run_1/clock_map.png
Scale bar: 20 um.
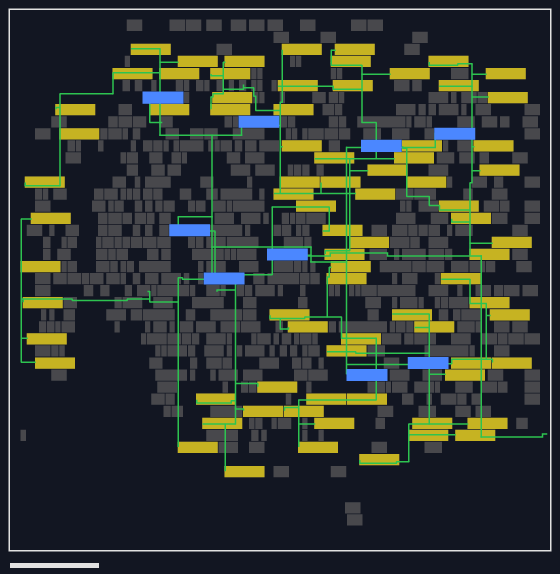
run_1/gate_families.png
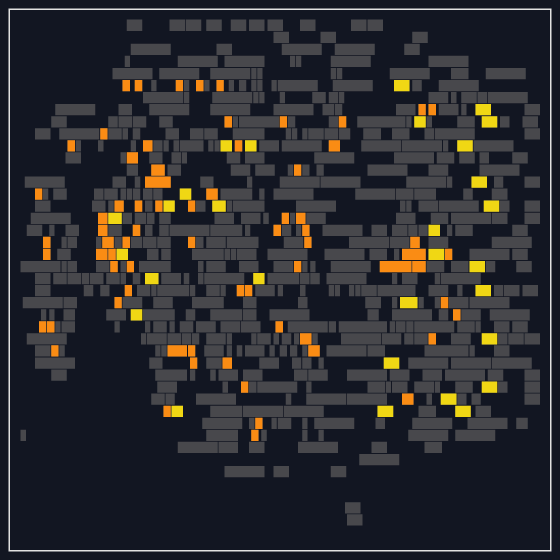
run_1/metal_stack.png
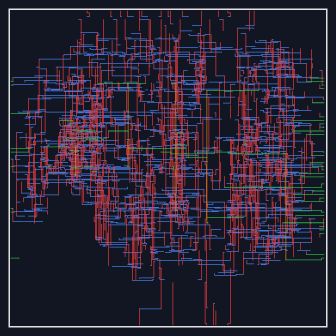
$ cat src/rtl/maxpool2d_relu.sv
// POOLxPOOL max pooling (stride POOL) with optional ReLU. Reads a CHW feature map
// from a 1-cycle-latency BRAM and writes the pooled CHW map to an output BRAM.
// All outputs are registered, so they trail the FSM state by one cycle. Each
// window costs POOL^2+2 cycles.
module maxpool2d_relu #(
    parameter int unsigned DATA_WIDTH = 16,
    parameter int unsigned CHANNELS   = 8,
    parameter int unsigned IMG_SIZE   = 28,
    parameter int unsigned POOL       = 2,
    parameter int unsigned RELU_EN    = 1,
    localparam int unsigned OS     = IMG_SIZE / POOL,
    localparam int unsigned IN_N   = CHANNELS * IMG_SIZE * IMG_SIZE,
    localparam int unsigned OUT_N  = CHANNELS * OS * OS,
    localparam int unsigned IN_AW  = (IN_N > 1) ? $clog2(IN_N) : 1,
    localparam int unsigned OUT_AW = (OUT_N > 1) ? $clog2(OUT_N) : 1
) (
    input  logic                         clk,
    input  logic                         reset,
    input  logic                         start,
    output logic [IN_AW-1:0]             in_addr,
    output logic                         in_en,
    input  logic signed [DATA_WIDTH-1:0] in_q,
    output logic [OUT_AW-1:0]            out_addr,
    output logic                         out_en,
    output logic                         out_we,
    output logic signed [DATA_WIDTH-1:0] out_d,
    output logic                         busy,
    output logic                         done
);

    localparam int unsigned CW = (CHANNELS > 1) ? $clog2(CHANNELS) : 1;
    localparam int unsigned SW = (OS > 1) ? $clog2(OS) : 1;
    localparam int unsigned KW = (POOL > 1) ? $clog2(POOL) : 1;

    typedef enum logic [2:0] {StIdle, StRead, StLast, StWrite, StDone} state_e;

    state_e state_q;

    logic [CW-1:0] ch_q;
    logic [SW-1:0] pr_q, pc_q;
    logic [KW-1:0] kr_q, kc_q;

    logic signed [DATA_WIDTH-1:0] max_q;

    // Read pipeline tracking: iss_first_q marks the read being issued as the
    // window's first; rd_valid_q/rd_first_q mark the sample now on in_q.
    logic iss_first_q;
    logic rd_valid_q;
    logic rd_first_q;

    logic                         kc_last, kr_last, pc_last, pr_last, ch_last, win_last;
    logic [IN_AW-1:0]             rd_addr;
    logic [OUT_AW-1:0]            wr_addr;
    logic signed [DATA_WIDTH-1:0] cand;
    logic signed [DATA_WIDTH-1:0] pooled;

    // Counter wrap flags, BRAM addresses and the running max including the sample on in_q.
    always_comb begin
        kc_last  = (kc_q == KW'(POOL - 1));
        kr_last  = (kr_q == KW'(POOL - 1));
        pc_last  = (pc_q == SW'(OS - 1));
        pr_last  = (pr_q == SW'(OS - 1));
        ch_last  = (ch_q == CW'(CHANNELS - 1));
        win_last = ch_last && pr_last && pc_last;

        rd_addr = IN_AW'(((32'(ch_q) * IMG_SIZE + 32'(pr_q) * POOL + 32'(kr_q)) * IMG_SIZE)
                         + 32'(pc_q) * POOL + 32'(kc_q));
        wr_addr = OUT_AW'((32'(ch_q) * OS + 32'(pr_q)) * OS + 32'(pc_q));

        // First sample of a window loads directly; later ones take the signed max.
        cand   = (rd_first_q || (in_q > max_q)) ? in_q : max_q;
        pooled = ((RELU_EN != 0) && cand[DATA_WIDTH-1]) ? '0 : cand;
    end

    // Control FSM with window counters, max register and registered outputs.
    always_ff @(posedge clk or negedge reset) begin
        if (!reset) begin
            state_q     <= StIdle;
            ch_q        <= '0;
            pr_q        <= '0;
            pc_q        <= '0;
            kr_q        <= '0;
            kc_q        <= '0;
            max_q       <= '0;
            iss_first_q <= 1'b0;
            rd_valid_q  <= 1'b0;
            rd_first_q  <= 1'b0;
            in_addr     <= '0;
            in_en       <= 1'b0;
            out_addr    <= '0;
            out_en      <= 1'b0;
            out_we      <= 1'b0;
            out_d       <= '0;
            busy        <= 1'b0;
            done        <= 1'b0;
        end else begin
            in_en       <= 1'b0;
            iss_first_q <= 1'b0;
            out_en      <= 1'b0;
            out_we      <= 1'b0;
            done        <= 1'b0;
            rd_valid_q  <= in_en;
            rd_first_q  <= iss_first_q;
            if (rd_valid_q) begin
                max_q <= cand;
            end

            unique case (state_q)
                StIdle: begin
                    if (start) begin
                        state_q <= StRead;
                        ch_q    <= '0;
                        pr_q    <= '0;
                        pc_q    <= '0;
                        kr_q    <= '0;
                        kc_q    <= '0;
                    end
                end
                StRead: begin
                    busy        <= 1'b1;
                    in_en       <= 1'b1;
                    in_addr     <= rd_addr;
                    iss_first_q <= (kr_q == '0) && (kc_q == '0);
                    if (kc_last) begin
                        kc_q <= '0;
                        if (kr_last) begin
                            kr_q    <= '0;
                            state_q <= StLast;
                        end else begin
                            kr_q <= kr_q + 1'b1;
                        end
                    end else begin
                        kc_q <= kc_q + 1'b1;
                    end
                end
                StLast: begin
                    state_q <= StWrite;
                end
                StWrite: begin
                    out_en   <= 1'b1;
                    out_we   <= 1'b1;
                    out_addr <= wr_addr;
                    out_d    <= pooled;
                    if (win_last) begin
                        ch_q    <= '0;
                        pr_q    <= '0;
                        pc_q    <= '0;
                        state_q <= StDone;
                    end else begin
                        state_q <= StRead;
                        if (pc_last) begin
                            pc_q <= '0;
                            if (pr_last) begin
                                pr_q <= '0;
                                ch_q <= ch_q + 1'b1;
                            end else begin
                                pr_q <= pr_q + 1'b1;
                            end
                        end else begin
                            pc_q <= pc_q + 1'b1;
                        end
                    end
                end
                StDone: begin
                    busy    <= 1'b0;
                    done    <= 1'b1;
                    state_q <= StIdle;
                end
                default: begin
                    state_q <= StIdle;
                end
            endcase
        end
    end

endmodule

$ cat config.mk
export PLATFORM = sky130hd
export DESIGN_NAME = maxpool2d_relu
export DESIGN_NICKNAME = d
export VERILOG_FILES = /design/src/rtl/maxpool2d_relu.sv
export SDC_FILE = /design/constraint.sdc
export NUM_CORES = 1
export LEC_CHECK = 0
export ABC_CLOCK_PERIOD_IN_PS = 8039
export CAP_MARGIN = 20
export CORE_MARGIN = 2
export CORE_UTILIZATION = 37
export CTS_CLUSTER_DIAMETER = 150
export DETAILED_ROUTE_END_ITERATION = 12
export PLACE_DENSITY = 0.66
export SLEW_MARGIN = 10
export SYNTH_ARGS = -nofsm -noshare
export SYNTH_HDL_FRONTEND = slang
export SYNTH_SLANG_ARGS = --single-unit
$ cat constraint.sdc
create_clock -name clk -period 8.04 [get_ports clk]
set_clock_uncertainty 0.2 [all_clocks]
set_input_delay 1.608 -clock clk [delete_from_list [all_inputs] [get_ports clk]]
set_output_delay 1.608 -clock clk [all_outputs]
set_load 0.03 [all_outputs]
==> impl_metrics.yaml, run 1 <==
# synthesis and place-and-route metrics
final_timing:
  fmax_mhz: 181
  slew_viol_final: 0
logic_synthesis:
  ys_cells: 515
  synth-async-reset-ratio: 1.00
  synth_top_area_share: 0.380
  top_cells_by_count: "78 x dfrtp_1, 59 x nand2_1, 47 x inv_1, 46 x ha_1, 30 x o21ai_0"
  ys_seq_frac: 0.380
  yosys.cell_count.top_type: "dfrtp_1"
  top_area_cell: "dfrtp_1"
worst_hold_path:
  min_path_cells: 0
cells_and_area:
  fin_nets: 651
  area_growth_pct: 21.9
  finalInstanceArea_sq_um: 6250
floorplan:
  rows: 43
  fp.coreArea_sq_um: 13700
critical_path:
  arrival_ps: 5590
  critPathCaptureType: "flop"
  reg2reg_depth: 16
flow_run:
  warning_count: 31
run_status:
  status: "finished, final reports clean"
clock_network:
  htree_levels: 3
  cts-buffers-inserted: 9
  postCtsSetupRepairBufs: 0
routing:
  vias_per_cell: 5.19
  avgRoutedWirePerCell_um: 15.2
Back to the opening pictures, clock_map.png:
[blue] cells driving clock nets | count: 9
[yellow] flip-flops | count: 78
[green] clock wires | length: 1,220 um
flops lie: widely spread
routed clock nets: 10

Back to the opening pictures, gate_families.png:
| colour | family | cells |
|---|---|---|
| yellow | AND-OR and OR-AND gates | 29 |
| orange | inverting AOI/OAI gates | 70 |
fraction of area in multi-input gates: 0.464
most numerous logic cell after layout: dfrtp_1

Back to the opening pictures, metal_stack.png:
| colour | layer | wire length |
|---|---|---|
| orange | met4 | 184 um |
| red | met2 | 5,830 um |
| blue | met1 | 5,010 um |
| green | met3 | 459 um |
All-Layer GR Usage: 0.170
overall routed net length: 11,500 um

[run 1: state kept, by name, indices dropped and copies added (netlist names)]
register     cells
out_d           15
state_q          3
out_addr        11
max_q           16
in_addr         13
busy             1
pc_q             4
kc_last          1
kr_last          1
ch_q             3
rd_first_q       1
iss_first_q      1
done             1
rd_valid_q       1
in_en            1
out_we           1
pr_q             4
[run 1: cells by family (layout without fill, tap and decap cells)]
| family | Yosys count | in the layout | synth area share |
|---|---|---|---|
| AOI/OAI and AO/OA | 99 | 99 | 0.135 |
| buffers and inverters | 68 | 129 | 0.0541 |
| other | 1 | 1 | 0.000731 |
| DFF | 78 | 78 | 0.380 |
| adders and majority gates | 61 | 61 | 0.171 |
| and+or+nand+nor | 158 | 158 | 0.165 |
| muxes | 18 | 18 | 0.0390 |
| xor gates and xnor gates | 32 | 32 | 0.0546 |
[run 1: layout by cell type (no fill, tap or decap), drive strengths merged, types with 6 or more instances in the layout]
cell	count
ha	46
nor2	14
dfrtp	78
a21o	7
nand3	15
xnor2	15
inv	49
a21oi	19
clkbuf	10
nand2	59
xor2	17
nand4	9
mux2	16
o21ai	30
clkdlybuf4s50	61
a221o	15
and2	19
fa	15
nor2b	6
[run 1: metrics by stage]
step / setup WS [ps] / util / hold slack [ps] / std cells
2_1_floorplan: 3190 / - / 131 / 515
3_3_place_gp: 2860 / 0.429 / 135 / 738
3_5_place_dp: 2550 / 0.429 / 136 / 738
4_1_cts: 2510 / 0.453 / 150 / 754
5_1_grt: 2140 / 0.456 / 153 / 756
6_report: 2510 / 0.456 / 147 / 756
[run 1: cell type report]
type                       count  area, sq um  share of cell area
inverter                      48          180              0.0288
timing repair buffer          65          664               0.106
clock buffer                  10          239              0.0382
multi-input combinational    369         2900               0.464
clock inverter                 6         91.3              0.0146
sequential                    78         1950               0.312
tap                          180          225              0.0360
[run 1: worst paths after layout]
path | start | end | slack [ps]
worst min-delay path | iss_first_q | rd_first_q | 150
worst min register to register | iss_first_q | rd_first_q | 150
min in group asynchronous | reset | out_d[3] | 920
max in group asynchronous | reset | out_addr[7] | 6140
worst max-delay path | ch_q[1] | in_addr[12] | 2510
worst max register to register | ch_q[1] | in_addr[12] | 2510
[run 1: per-layer routing]
metal / up-vias / track usage / share of wire
li1: 1897 / - / -
met1: 1926 / 0.210 / 0.44
met2: 90 / 0.296 / 0.51
met3: 14 / 0.0360 / 0.040
met4: 0 / 0.0517 / 0.016
met5: - / 0 / 0
[run 1: worst max-delay path, cell delays in order (launching register included)]
cell and delay [ps]:
dfrtp_1 460, fa_1 490, ha_1 300, ha_1 320
nor2b_1 150, o21ai_0 400, xor2_1 320, inv_1 160
fa_1 520, inv_1 40, ha_1 520, o21ai_0 190
or4_1 430, nand3_1 170, nand2_1 80, or4_1 520
a31oi_1 180
==> run 2: changes to the inputs <==
--- a/config.mk
+++ b/config.mk
@@ -5,13 +5,13 @@
 export SDC_FILE = /design/constraint.sdc
 export NUM_CORES = 1
 export LEC_CHECK = 0
-export ABC_CLOCK_PERIOD_IN_PS = 8039
+export ABC_CLOCK_PERIOD_IN_PS = 4500
 export CAP_MARGIN = 20
 export CORE_MARGIN = 2
 export CORE_UTILIZATION = 37
 export CTS_CLUSTER_DIAMETER = 150
 export DETAILED_ROUTE_END_ITERATION = 12
-export PLACE_DENSITY = 0.66
+export PLACE_DENSITY = 0.68
 export SLEW_MARGIN = 10
 export SYNTH_ARGS = -nofsm -noshare
 export SYNTH_HDL_FRONTEND = slang
==> constraint.sdc (replaced) <==
create_clock -name clk -period 4.5 [get_ports clk]
set_clock_uncertainty 0.2 [all_clocks]
set_input_delay 0.9 -clock clk [delete_from_list [all_inputs] [get_ports clk]]
set_output_delay 0.9 -clock clk [all_outputs]
set_load 0.03 [all_outputs]
run_2/metal_stack.png
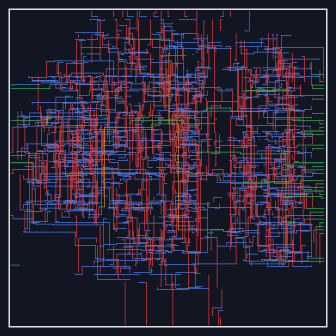
| colour | layer | wire length |
|---|---|---|
| blue | met1 | 5,210 um |
| orange | met4 | 143 um |
| green | met3 | 585 um |
| red | met2 | 6,080 um |
overall routed net length: 12,000 um
WL/cell: 15.1 um
All-Layer GR Usage: 0.174
vias: 4,121

==> run 2 against run 1 <==
- the run now ends with setup timing left
- die size did not move
- setup slack got worse by 2500 ps
- sequential share of layout area fell by 2.4 points
- routed wire length rose by 4.6%
- non-clock buffer count rose by 40
- worst hold slack improved by 8.6 ps
- count of clock-buffer cells in the layout did not move
- first-iteration DRC count fell by 14%
- via count rose by 4.9%
- sequential cell count did not move
- critical endpoint unchanged
==> impl_metrics.yaml, run 2 <==
# synthesis and place-and-route metrics
critical_path:
  cp_slowest_cell: "fa_2"
  critPathCaptureType: "flop"
  cpMostUsedCell: "fa_1"
  path_cells: "fa_1, ha_2, fa_2, inv_2, a211oi_2, xor2_1, inv_1, fa_1, ha_4, inv_4, or4_4, nand3_2, nand2_1, or4_1, a31oi_1"
  arrival_ps: 4600
  cp_slowest_stage_delay_ps: 560
logic_synthesis:
  top_cells_by_count: "78 x dfrtp_1, 59 x nand2_1, 47 x inv_1, 46 x ha_1, 30 x o21ai_0"
  top_area_cell: "dfrtp_1"
  yosys.cell_count.top_type: "dfrtp_1"
  synth_top_area_share: 0.380
  synth-async-reset-ratio: 1.00
  ys_cells: 515
final_timing:
  fin_ws_ps: -26.7
  slew_viol_final: 0
  fmax_mhz: 221
  finalSetupViolations: 1
global_routing:
  met1_usage: 0.213
  met2_usage: 0.304
  met3_usage: 0.0459
  gr-max-usage-layer: "met2"
cells_and_area:
  fin_nets: 691
  largest_register_ffs: 16
  logic_area_sq_um: 3120
  top_regs: "max_q: 16 flops, out_d: 15 flops, in_addr: 13 flops"
  final-seq-area_sq_um: 1950
  lay_top_cells: "78 x dfrtp_1, 61 x clkdlybuf4s50_1, 59 x nand2_1"
floorplan:
  fp.coreArea_sq_um: 13700
  rows: 43
placed_design:
  dp_worst_setup_slack_ps: -235
  placed_cells: 773
clock_network:
  htree_levels: 3
run_status:
  violations: "setup timing"
  status: "finished, violations left"
flow_run:
  warning_count: 33
run_2/final_clocks.png
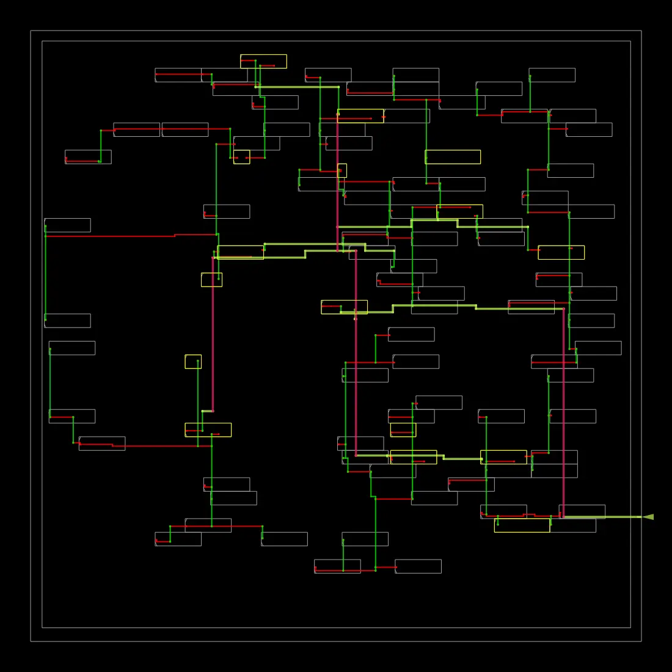
clkbuf count: 10
Insertion Delay late pin: 350 ps
clk sinks: 78
CTS Buf Count: 9

run 2: per-stage QoR:
stage | cell area [sq um] | hold WS (ps) | TNS [ps] | util
after floorplan | 5240 | 131 | -386 | -
after global placement | 6240 | 137 | -882 | 0.455
after detailed placement | 6240 | 145 | -1270 | 0.455
after CTS | 6680 | 159 | 0 | 0.487
after global routing | 6770 | 163 | -1350 | 0.494
final | 6770 | 156 | -26.7 | 0.494
run 2: critical path, delay by kind of cell (launching register included):
family,cells,cell delay [ps]
xor gates and xnor gates,1,230
buffers and inverters,3,190
AOI/OAI and AO/OA,2,310
adders and majority gates,5,2070
and+or+nand+nor,4,1060
DFF,1,400
run 2: worst paths after layout:
path,start,to,slack [ps]
min in group asynchronous,reset,out_d[4],270
max,ch_q[1],in_addr[12],-30
min reg2reg,iss_first_q,rd_first_q,160
min,iss_first_q,rd_first_q,160
max reg2reg,ch_q[1],in_addr[12],-30
max in group asynchronous,reset,in_addr[8],3240
run 2: kinds of logic (layout without fill, tap and decap cells):
family                   Yosys count  after routing  synth area share
AND/OR/NAND/NOR                  158            158             0.165
flip-flops                        78             78             0.380
XOR/XNOR                          32             32            0.0546
buffers and inverters             68            169            0.0541
other                              1              1          0.000731
AND-OR/OR-AND                     99             99             0.135
multiplexers                      18             18            0.0390
adder cells (fa/ha/maj)           61             61             0.171
run 2: what timing repair did:
action / CTS / global route
setup endpoints to repair: 8 / 9
resized: 11 / 17
hold endpoints to repair: 0 / 0
hold buffers: 0 / 0
buffers inserted: 5 / 1
pin swaps: 8 / 11
run 2: per-layer routing:
metal | wire [um] | vias up | share of wire
met2 | 6080 | 93 | 0.51
met4 | 142 | 0 | 0.012
met3 | 585 | 12 | 0.049
li1 | - | 1979 | -
met1 | 5210 | 2037 | 0.43
met5 | 0 | - | 0
run 2: layout make-up:
class                   count  area share
clock buffers              10      0.0353
inverters                  48      0.0270
flip-flops and latches     78       0.288
multi-input cells         369       0.460
repair buffers            105       0.142
well taps                 180      0.0333
clock inverters             6      0.0139
run_2/gate_families.png
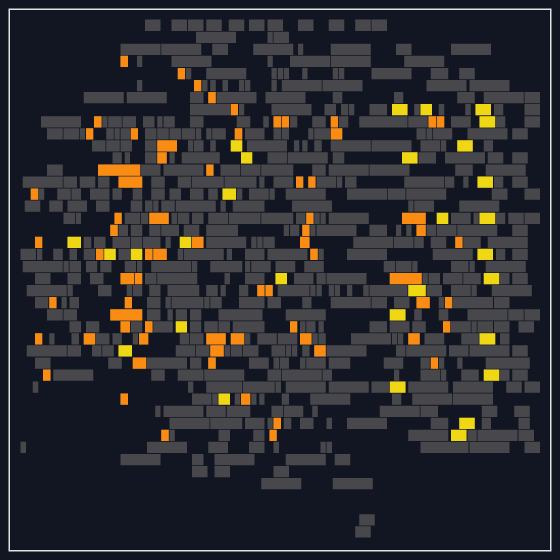

==> run 3: changes to the inputs <==
--- a/config.mk
+++ b/config.mk
@@ -11,7 +11,7 @@
 export CORE_UTILIZATION = 37
 export CTS_CLUSTER_DIAMETER = 150
 export DETAILED_ROUTE_END_ITERATION = 12
-export PLACE_DENSITY = 0.68
+export PLACE_DENSITY_LB_ADDON = 0.15
 export SLEW_MARGIN = 10
 export SYNTH_ARGS = -nofsm -noshare
 export SYNTH_HDL_FRONTEND = slang
run_3/gate_families.png
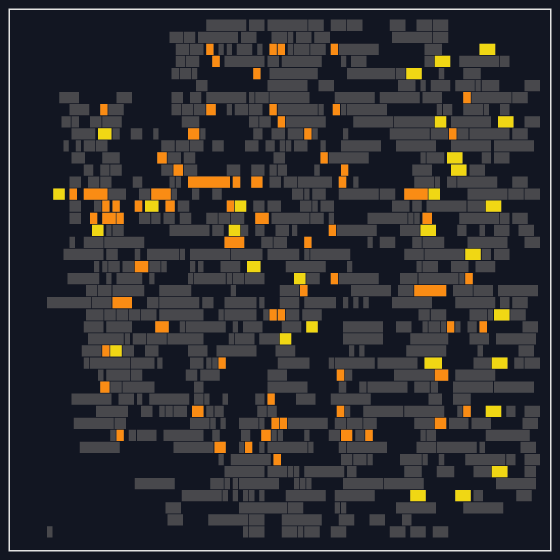
| colour | family | cells |
|---|---|---|
| yellow | AND-OR and OR-AND gates | 29 |
| orange | inverting AOI/OAI gates | 70 |

run_3/metal_stack.png
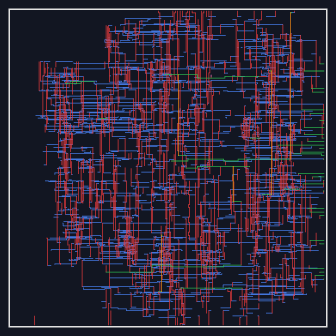
| colour | layer | wire length |
|---|---|---|
| orange | met4 | 171 um |
| red | met2 | 5,890 um |
| blue | met1 | 5,600 um |
| green | met3 | 381 um |

==> run 3 against run 2 <==
- the run still ends with setup timing left
- setup slack got worse by 16 ps
- die size unchanged
- core utilization is 1.2 points higher
- routed wire length grew 0.27%
- register-to-register slack got worse by 20 ps
- via count down 0.56%
==> impl_metrics.yaml, run 3 <==
# synthesis and place-and-route metrics
critical_path:
  arrival_ps: 4600
  reg2reg_from: "ch_q[1]"
  reg2reg_to: "in_addr[12]"
  path_cells: "fa_1, ha_2, ha_4, nor2b_2, o21ai_2, xor2_2, inv_2, fa_1, inv_1, ha_4, buf_4, nor3b_1, a311oi_2, buf_4, o311ai_4, nand2_2, or4_4, a31oi_1"
  cp_slowest_cell: "fa_1"
  cp_slowest_stage_delay_ps: 550
cells_and_area:
  top_regs: "max_q: 16 flops, out_d: 15 flops, in_addr: 13 flops"
  lay_top_cells: "78 x dfrtp_1, 61 x clkdlybuf4s50_1, 58 x nand2_1"
  final-seq-area_sq_um: 1950
  largest_register_ffs: 16
  logic_area_sq_um: 3170
  fin_nets: 703
placed_design:
  port_buffers: 62
  placed_cells: 784
  dp_worst_setup_slack_ps: -180
global_routing:
  grt_usage: 0.175
routing:
  met2_wirelength_um: 5890
  met3_wirelength_um: 381
  routed_wl_um: 12000
  avgRoutedWirePerCell_um: 14.9
  vias: 4098
  routed.top_layer: "met4"
final_timing:
  finalSetupViolations: 1
  tns_ps: -42.6
  tightest_slew_ps: 556
  fin_ws_ps: -42.6
  worst_hold_slack_ps: 158
  fin_crit_sh: 1.01
  slew_viol_final: 0
logic_synthesis:
  synth-async-reset-ratio: 1.00
  top_cells_by_count: "78 x dfrtp_1, 59 x nand2_1, 47 x inv_1, 46 x ha_1, 30 x o21ai_0"
  yosys.cell_count.top_type: "dfrtp_1"
  synth_top_area_share: 0.380
  top_area_cell: "dfrtp_1"
  ys_cells: 515
clock_network:
  worstSkewPairLatency_ps: 340
  ctsHoldBuffers: 0
  cts.sinks: 78
  cts-buffers-inserted: 9
  htree_levels: 3
floorplan:
  fp.coreArea_sq_um: 13700
  rows: 43
flow_run:
  warning_count: 34
worst_hold_path:
  hp-start: "iss_first_q"
  holdPathEnd: "rd_first_q"
run_status:
  status: "finished, violations left"
  violations: "setup timing"
-- run 3: worst max-delay path, delay by kind of cell, from the launching register on --
family | cells | cell delay [ps]
buf+inv | 4 | 450
xor+xnor | 1 | 200
compound gates | 4 | 500
flops | 1 | 400
fa+ha+maj | 5 | 1830
simple gates | 4 | 880
-- run 3: layer usage --
layer / GRT usage / vias to the layer above
met1: 0.223 / 2022
li1: - / 2005
met2: 0.303 / 61
met3: 0.0328 / 10
met5: 0 / -
met4: 0.0510 / 0
-- run 3: cell type report --
class,instances,share of cell area
Tap cell,180,0.0325
Sequential cell,78,0.281
Clock buffer,11,0.0364
Inverter,48,0.0263
Clock inverter,5,0.0152
Timing Repair Buffer,117,0.152
Multi-Input combinational cell,369,0.457
-- run 3: cell families (layout without fill, tap and decap cells) --
logic type / Yosys count / in the layout / share of synthesized area
mux: 18 / 18 / 0.0390
fa+ha+maj: 61 / 61 / 0.171
other cells: 1 / 1 / 0.000731
simple gates: 158 / 158 / 0.165
flops: 78 / 78 / 0.380
compound gates: 99 / 99 / 0.135
xor+xnor: 32 / 32 / 0.0546
buf+inv: 68 / 181 / 0.0541
-- run 3: through the flow --
stage,area (sq um),util
6_report,6940,0.506
5_1_grt,6940,0.506
3_3_place_gp,6320,0.461
4_1_cts,6790,0.495
2_1_floorplan,5240,-
3_5_place_dp,6320,0.461
-- run 3: repair_timing --
action | in CTS | in global routing
setup buffers | 6 | 1
pin swaps | 11 | 10
endpoints found under the setup margin | 7 | 8
resized | 13 | 20
-- run 3: worst max path at each step --
stage	startpoint	end	slack [ps]	depth (start not counted)
2_1_floorplan	ch_q[1]	in_addr[12]	-140	15
3_3_place_gp	ch_q[1]	in_addr[11]	-150	18
3_5_place_dp	ch_q[1]	in_addr[12]	-180	15
4_1_cts	ch_q[1]	in_addr[12]	-40	15
5_1_grt	ch_q[1]	in_addr[12]	-220	18
6_report	ch_q[1]	in_addr[12]	-40	18

## Gallery

Nets reached from selected ports.
(a)
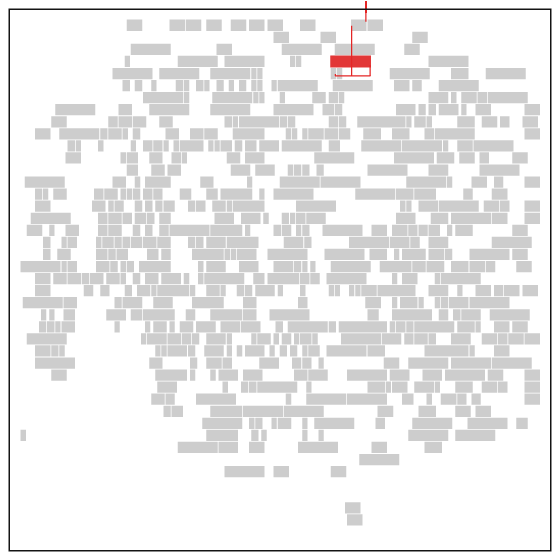
(b)
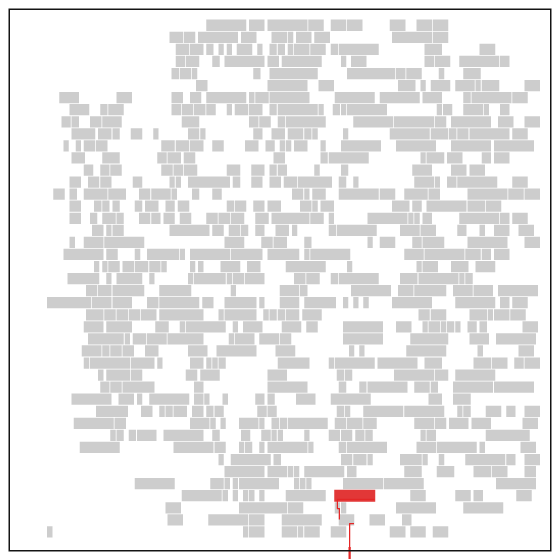
(b): run 3
(a): run 1

Key to (b):
| colour | port | bits | direction | end cells | buffers | wire |
|---|---|---|---|---|---|---|
| red | busy | 1 | output | 1 | 1 | 19.7 um |

